$ cat config.mk
export PLATFORM = sky130hd
export DESIGN_NAME = elg_dec_sequencer
export DESIGN_NICKNAME = d
export VERILOG_FILES = /design/src/rtl/elg_pkg.sv /design/src/rtl/elg_range_check.sv /design/src/rtl/elg_dec_sequencer.sv
export SDC_FILE = /design/constraint.sdc
export NUM_CORES = 2
export LEC_CHECK = 0
export CAP_MARGIN = 20
export CORE_AREA = 2 2 735 737
export CTS_BUF_LIST = sky130_fd_sc_hd__clkbuf_8
export CTS_CLUSTER_DIAMETER = 40
export DETAILED_ROUTE_END_ITERATION = 10
export DIE_AREA = 0 0 737 739
export PLACE_DENSITY = 0.41
export SYNTH_ARGS = -nofsm -noshare
export SYNTH_HDL_FRONTEND = slang
export SYNTH_SLANG_ARGS = --single-unit
$ cat constraint.sdc
create_clock -name Clk -period 5.54 [get_ports Clk]
set_clock_uncertainty 0.15 [all_clocks]
set_input_delay 0.554 -clock Clk [delete_from_list [all_inputs] [get_ports Clk]]
set_output_delay 0.554 -clock Clk [all_outputs]
set_load 0.02 [all_outputs]
$ cat src/rtl/elg_pkg.sv
// Shared constants and types for the ElGamal decrypt stream sequencer.
//   P_SECP256K1 : secp256k1 field prime; every coordinate must be below it
//   WORDS_IN    : 32-bit words per input frame (Cx, Cy, Dx, Dy, priv)
//   WORDS_OUT   : 32-bit words per result frame (outx, outy)
//   state_t     : sequencer FSM states
//   err_code_t  : encodings driven on err_code
package elg_pkg;

    localparam logic [255:0] P_SECP256K1 =
        256'hFFFFFFFF_FFFFFFFF_FFFFFFFF_FFFFFFFF_FFFFFFFF_FFFFFFFF_FFFFFFFE_FFFFFC2F;

    localparam int WORDS_IN  = 40;
    localparam int WORDS_OUT = 16;

    typedef enum logic [1:0] {
        LOAD  = 2'd0,
        CHECK = 2'd1,
        RUN   = 2'd2,
        DRAIN = 2'd3
    } state_t;

    typedef enum logic [1:0] {
        ERR_NONE     = 2'b00,
        ERR_RANGE    = 2'b01,
        ERR_ZERO_KEY = 2'b10,
        ERR_TIMEOUT  = 2'b11
    } err_code_t;

endpackage

$ cat src/rtl/elg_range_check.sv
// Combinational operand screen for the decrypt core.
//   coord     : NUM_LANES 256-bit coordinates, each must be < P
//   priv      : private key, must be non-zero
//   range_err : some coordinate is >= P
//   zero_err  : priv is zero
module elg_range_check
    import elg_pkg::*;
#(
    parameter logic [255:0] P         = P_SECP256K1,
    parameter int           NUM_LANES = 4
) (
    input  logic [NUM_LANES-1:0][255:0] coord,
    input  logic [255:0]                priv,
    output logic                        range_err,
    output logic                        zero_err
);

    logic [NUM_LANES-1:0] ge_p;

    // One magnitude comparator per coordinate.
    for (genvar i = 0; i < NUM_LANES; i++) begin : g_lane
        assign ge_p[i] = (coord[i] >= P);
    end

    assign range_err = |ge_p;
    assign zero_err  = (priv == '0);

endmodule

$ cat src/rtl/elg_dec_sequencer.sv
// Stream front/back end for the ElGamal decrypt core.
//   Clk, Reset_n             : clock, async active-low reset
//   in_data/valid/ready      : 40-word input frame (Cx, Cy, Dx, Dy, priv, MSW first)
//   out_data/valid/ready     : 16-word result frame (outx, outy, MSW first)
//   core_reset               : active-high reset to the core, low only in RUN
//   Cx, Cy, Dx, Dy, priv     : registered operands to the core
//   core_done, core_outx/y   : core completion and result point
//   err_valid, err_code      : one-cycle error pulse, code held until next error
//   busy                     : high in CHECK, RUN and DRAIN
module elg_dec_sequencer
    import elg_pkg::*;
#(
    parameter logic [255:0] P          = P_SECP256K1,
    parameter logic [23:0]  MAX_CYCLES = 24'hFFFFFF
) (
    input  logic         Clk,
    input  logic         Reset_n,
    input  logic [31:0]  in_data,
    input  logic         in_valid,
    output logic         in_ready,
    output logic [31:0]  out_data,
    output logic         out_valid,
    input  logic         out_ready,
    output logic         core_reset,
    output logic [255:0] Cx,
    output logic [255:0] Cy,
    output logic [255:0] Dx,
    output logic [255:0] Dy,
    output logic [255:0] priv,
    input  logic         core_done,
    input  logic [255:0] core_outx,
    input  logic [255:0] core_outy,
    output logic         err_valid,
    output logic [1:0]   err_code,
    output logic         busy
);

    state_t          state;
    logic [5:0]      wcnt;     // input word index in LOAD, output word index in DRAIN
    logic [23:0]     ccnt;     // RUN watchdog
    logic [1279:0]   in_sr;
    logic [511:0]    out_sr;
    logic            range_err;
    logic            zero_err;

    // Operands are views of the input shift register, so they only move on a LOAD accept.
    assign Cx   = in_sr[1279:1024];
    assign Cy   = in_sr[1023:768];
    assign Dx   = in_sr[767:512];
    assign Dy   = in_sr[511:256];
    assign priv = in_sr[255:0];

    assign out_data = out_sr[511:480];

    elg_range_check #(.P(P), .NUM_LANES(4)) u_range_check (
        .coord     ({Cx, Cy, Dx, Dy}),
        .priv      (priv),
        .range_err (range_err),
        .zero_err  (zero_err)
    );

    always_ff @(posedge Clk or negedge Reset_n) begin
        if (!Reset_n) begin
            state      <= LOAD;
            wcnt       <= '0;
            ccnt       <= '0;
            in_sr      <= '0;
            out_sr     <= '0;
            in_ready   <= 1'b0;
            out_valid  <= 1'b0;
            core_reset <= 1'b1;
            err_valid  <= 1'b0;
            err_code   <= ERR_NONE;
            busy       <= 1'b0;
        end else begin
            err_valid <= 1'b0;
            case (state)
                LOAD: begin
                    // in_ready rises on the first edge after reset release.
                    in_ready <= 1'b1;
                    if (in_valid && in_ready) begin
                        in_sr <= {in_sr[1247:0], in_data};
                        if (wcnt == 6'(WORDS_IN - 1)) begin
                            wcnt     <= '0;
                            in_ready <= 1'b0;
                            busy     <= 1'b1;
                            state    <= CHECK;
                        end else begin
                            wcnt <= wcnt + 6'd1;
                        end
                    end
                end
                CHECK: begin
                    // Range error takes priority over the zero-key error.
                    if (range_err || zero_err) begin
                        err_code  <= range_err ? ERR_RANGE : ERR_ZERO_KEY;
                        err_valid <= 1'b1;
                        in_ready  <= 1'b1;
                        busy      <= 1'b0;
                        state     <= LOAD;
                    end else begin
                        ccnt       <= '0;
                        core_reset <= 1'b0;
                        state      <= RUN;
                    end
                end
                RUN: begin
                    ccnt <= ccnt + 24'd1;
                    if (core_done) begin
                        out_sr     <= {core_outx, core_outy};
                        out_valid  <= 1'b1;
                        core_reset <= 1'b1;
                        state      <= DRAIN;
                    end else if (ccnt == MAX_CYCLES - 24'd1) begin
                        err_code   <= ERR_TIMEOUT;
                        err_valid  <= 1'b1;
                        core_reset <= 1'b1;
                        in_ready   <= 1'b1;
                        busy       <= 1'b0;
                        state      <= LOAD;
                    end
                end
                default: begin // DRAIN
                    if (out_ready) begin
                        out_sr <= {out_sr[479:0], 32'h0};
                        if (wcnt == 6'(WORDS_OUT - 1)) begin
                            wcnt      <= '0;
                            out_valid <= 1'b0;
                            in_ready  <= 1'b1;
                            busy      <= 1'b0;
                            state     <= LOAD;
                        end else begin
                            wcnt <= wcnt + 6'd1;
                        end
                    end
                end
            endcase
        end
    end

endmodule

==> images/met1.png <==
Cells faint in the background.
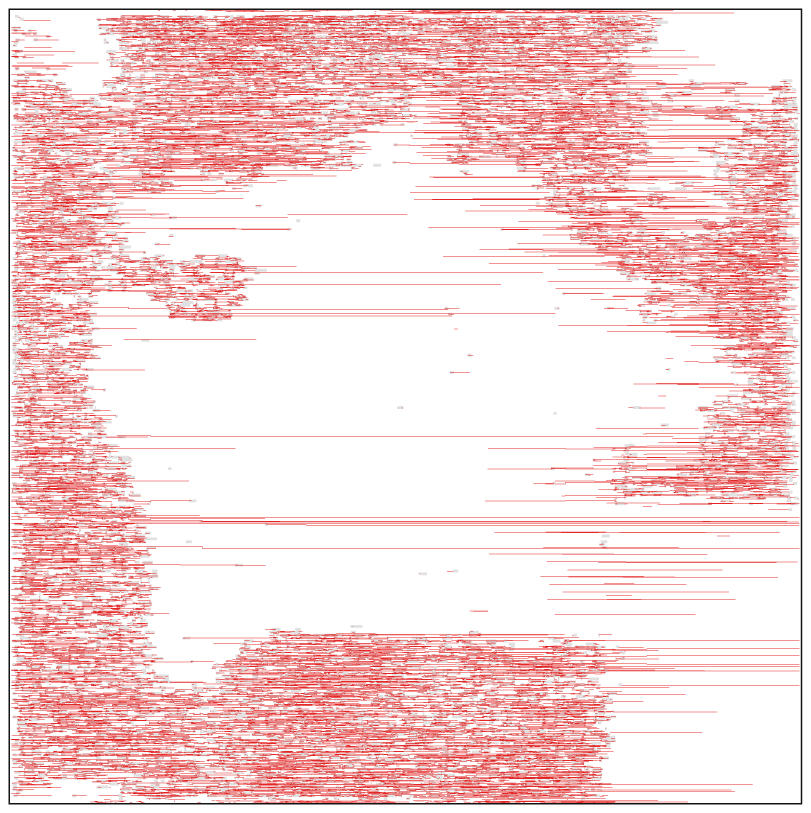
- share of all routed wire: 43%
- longest straight run: 638 um
- wire length on this layer: 211 mm
- main direction: horizontal

==> images/met2.png <==
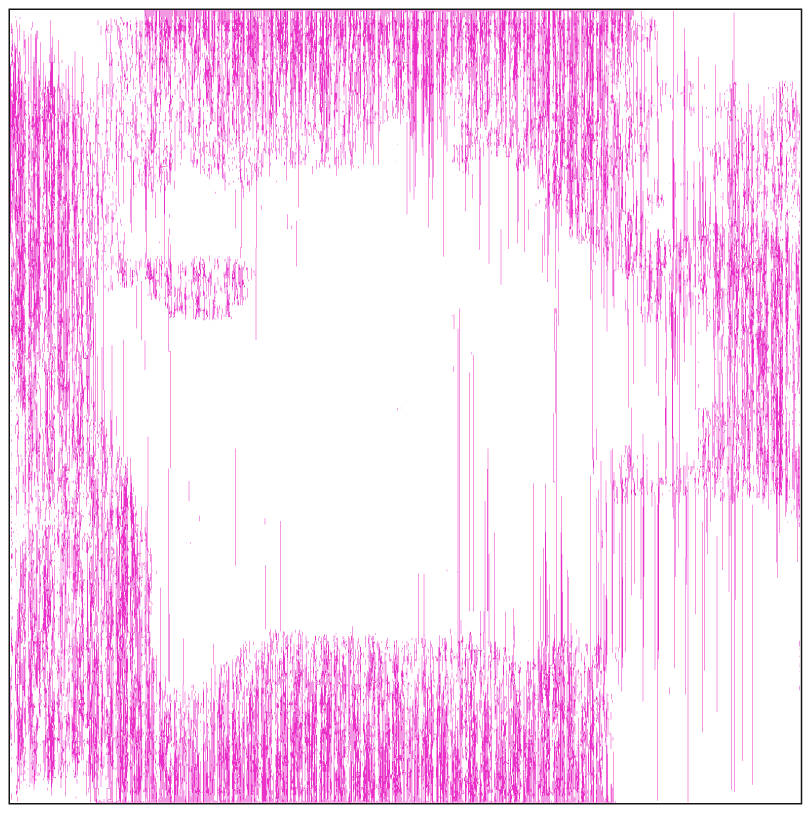
- main direction: vertical
- wire length on this layer: 218 mm
- nets with wire on the layer: 8861
- share of all routed wire: 45%
- longest straight run: 375 um
Vias: 71000
final WL: 490000 um
M2 GR Usage: 26.9%

==> images/met3.png <==
Cells faint in the background.
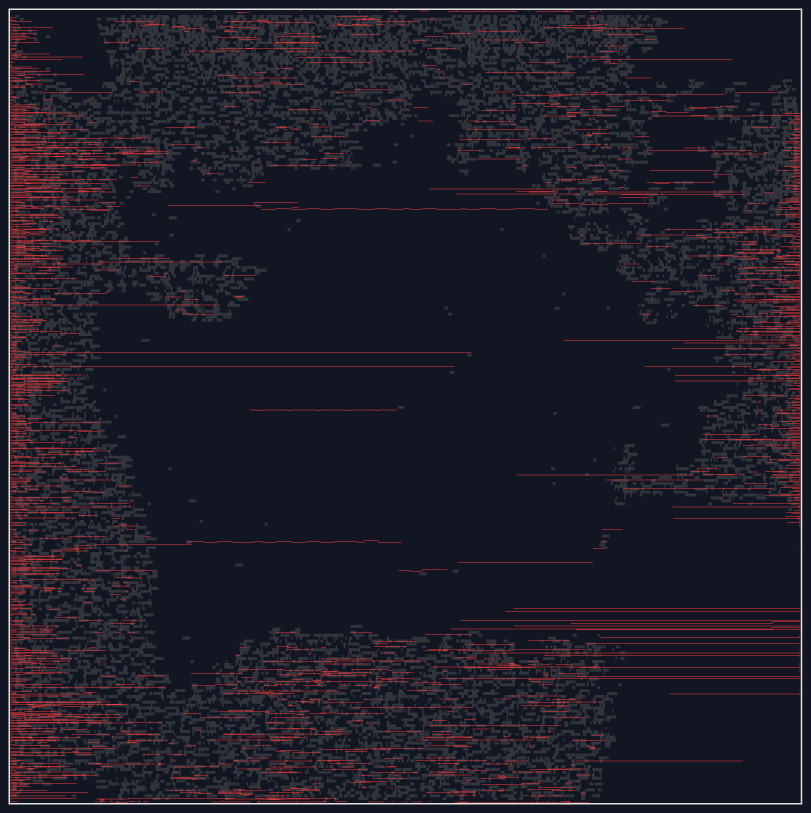
- share of all routed wire: 8.1%
- longest straight run: 416 um
- nets with wire on the layer: 1418
- wire length on this layer: 39.8 mm
- main direction: horizontal
GRT met3 Usage: 5.19%

==> run_results.csv <==
group,metric,value,unit
run_status,status,"finished clean",
yosys,edf_count,0,
clocking,cts_tree,"built",
placement,io_buffers,1867,
yosys,async_flop_share,100,%
yosys,top_area_cell,"dfrtp_1",
yosys,synthCells,8284,
sta,final.setup.worst_slack,826,ps
power_and_ir_drop,design_power_total,57700,uW
power_and_ir_drop,leakage,0.0541,uW
global_route,gr-usage-met1,22.5,%
global_route,grt_pass1_wl,657000,um
power_and_ir_drop,comb_power_share,33.7,%
clocking,ctsHtreeMaxLevel,5,
final_layout,fin_nets,11300,
worst_hold_path,hold_class,"in -> reg",
yosys,yosys.stat.chipArea,0.0755,sq mm
power_and_ir_drop,p_clk_share,29.7,%
final_layout,sh_seq_area,39.0,%
yosys,yosysWarnings,0,
worst_setup_path,max_stage_delay,770,ps
yosys,yosys-top-cells-count,"nand2_1, dfrtp_1, o21ai_0",
yosys,compound_area_share,4.40,%
worst_setup_path,crit_cells,10,
final_layout,lay_top_count,"nand2_1",
power_and_ir_drop,max-vdd-ir-drop,0.000350,V
final_layout,top_regs,"in_sr x1280, out_sr x512, ccnt x24",
floorplanning,core.rowCount,269,
detailed_routing,first_iter_violations,5759,
floorplanning,tapcell.inserted,7181,
yosys,synthTopCellsByArea,"dfrtp_1, nand2_1, mux2i_1, o21ai_0, clkbuf_1",
placement,place.gp.congestion,0.928,
yosys,top_cell,"nand2_1",
sta,finalHoldViolCount,0,
final_layout,mi_logic_area,0.0277,sq mm
power_and_ir_drop,pg_comb,19400,uW
floorplanning,floorplan.core_util,14.1,%
clocking,root_buffer,"clkbuf_8",
sta,drv_slew,0,
clocking,cts_buffer_depth,4,
detailed_routing,wl_met3,39800,um
final_layout,num-nonclk-buffers,2567,
yosys,synthXorXnorAreaFrac,0.0116,%
detailed_routing,via_per_inst,3.87,
worst_setup_path,cp_slowest_cell,"nor4_1",
yosys,synth-adder-area-share,0.116,%
detailed_routing,top_layer,"met5",
detailed_routing,wl_met2,218000,um
placement,dpl_worst_slack,579,ps
final_layout,combAreaFraction,23.6,%
worst_setup_path,worst-path-buf-inv,2,
final_layout,utilization,21.9,%
clocking,cts-buffers-inserted,413,
yosys,netlist_area,0.0755,sq mm
sta,timing.setup.tns,0,ps
worst_setup_path,cp-start-kind,"register",
flow_run,tool_warnings,77,
power_and_ir_drop,power_density,491,mW/mm^2
placement,postPlaceCellArea,0.103,sq mm
worst_setup_path,rrSetupSlack,830,ps
floorplanning,die_x,737,um
yosys,ys_cells,8284,
global_route,overflow,0,
yosys,ys_ff,1831,
yosys,ys_seq_share,60.7,%
No activity file was given, so power comes from the tool's default toggle rates.
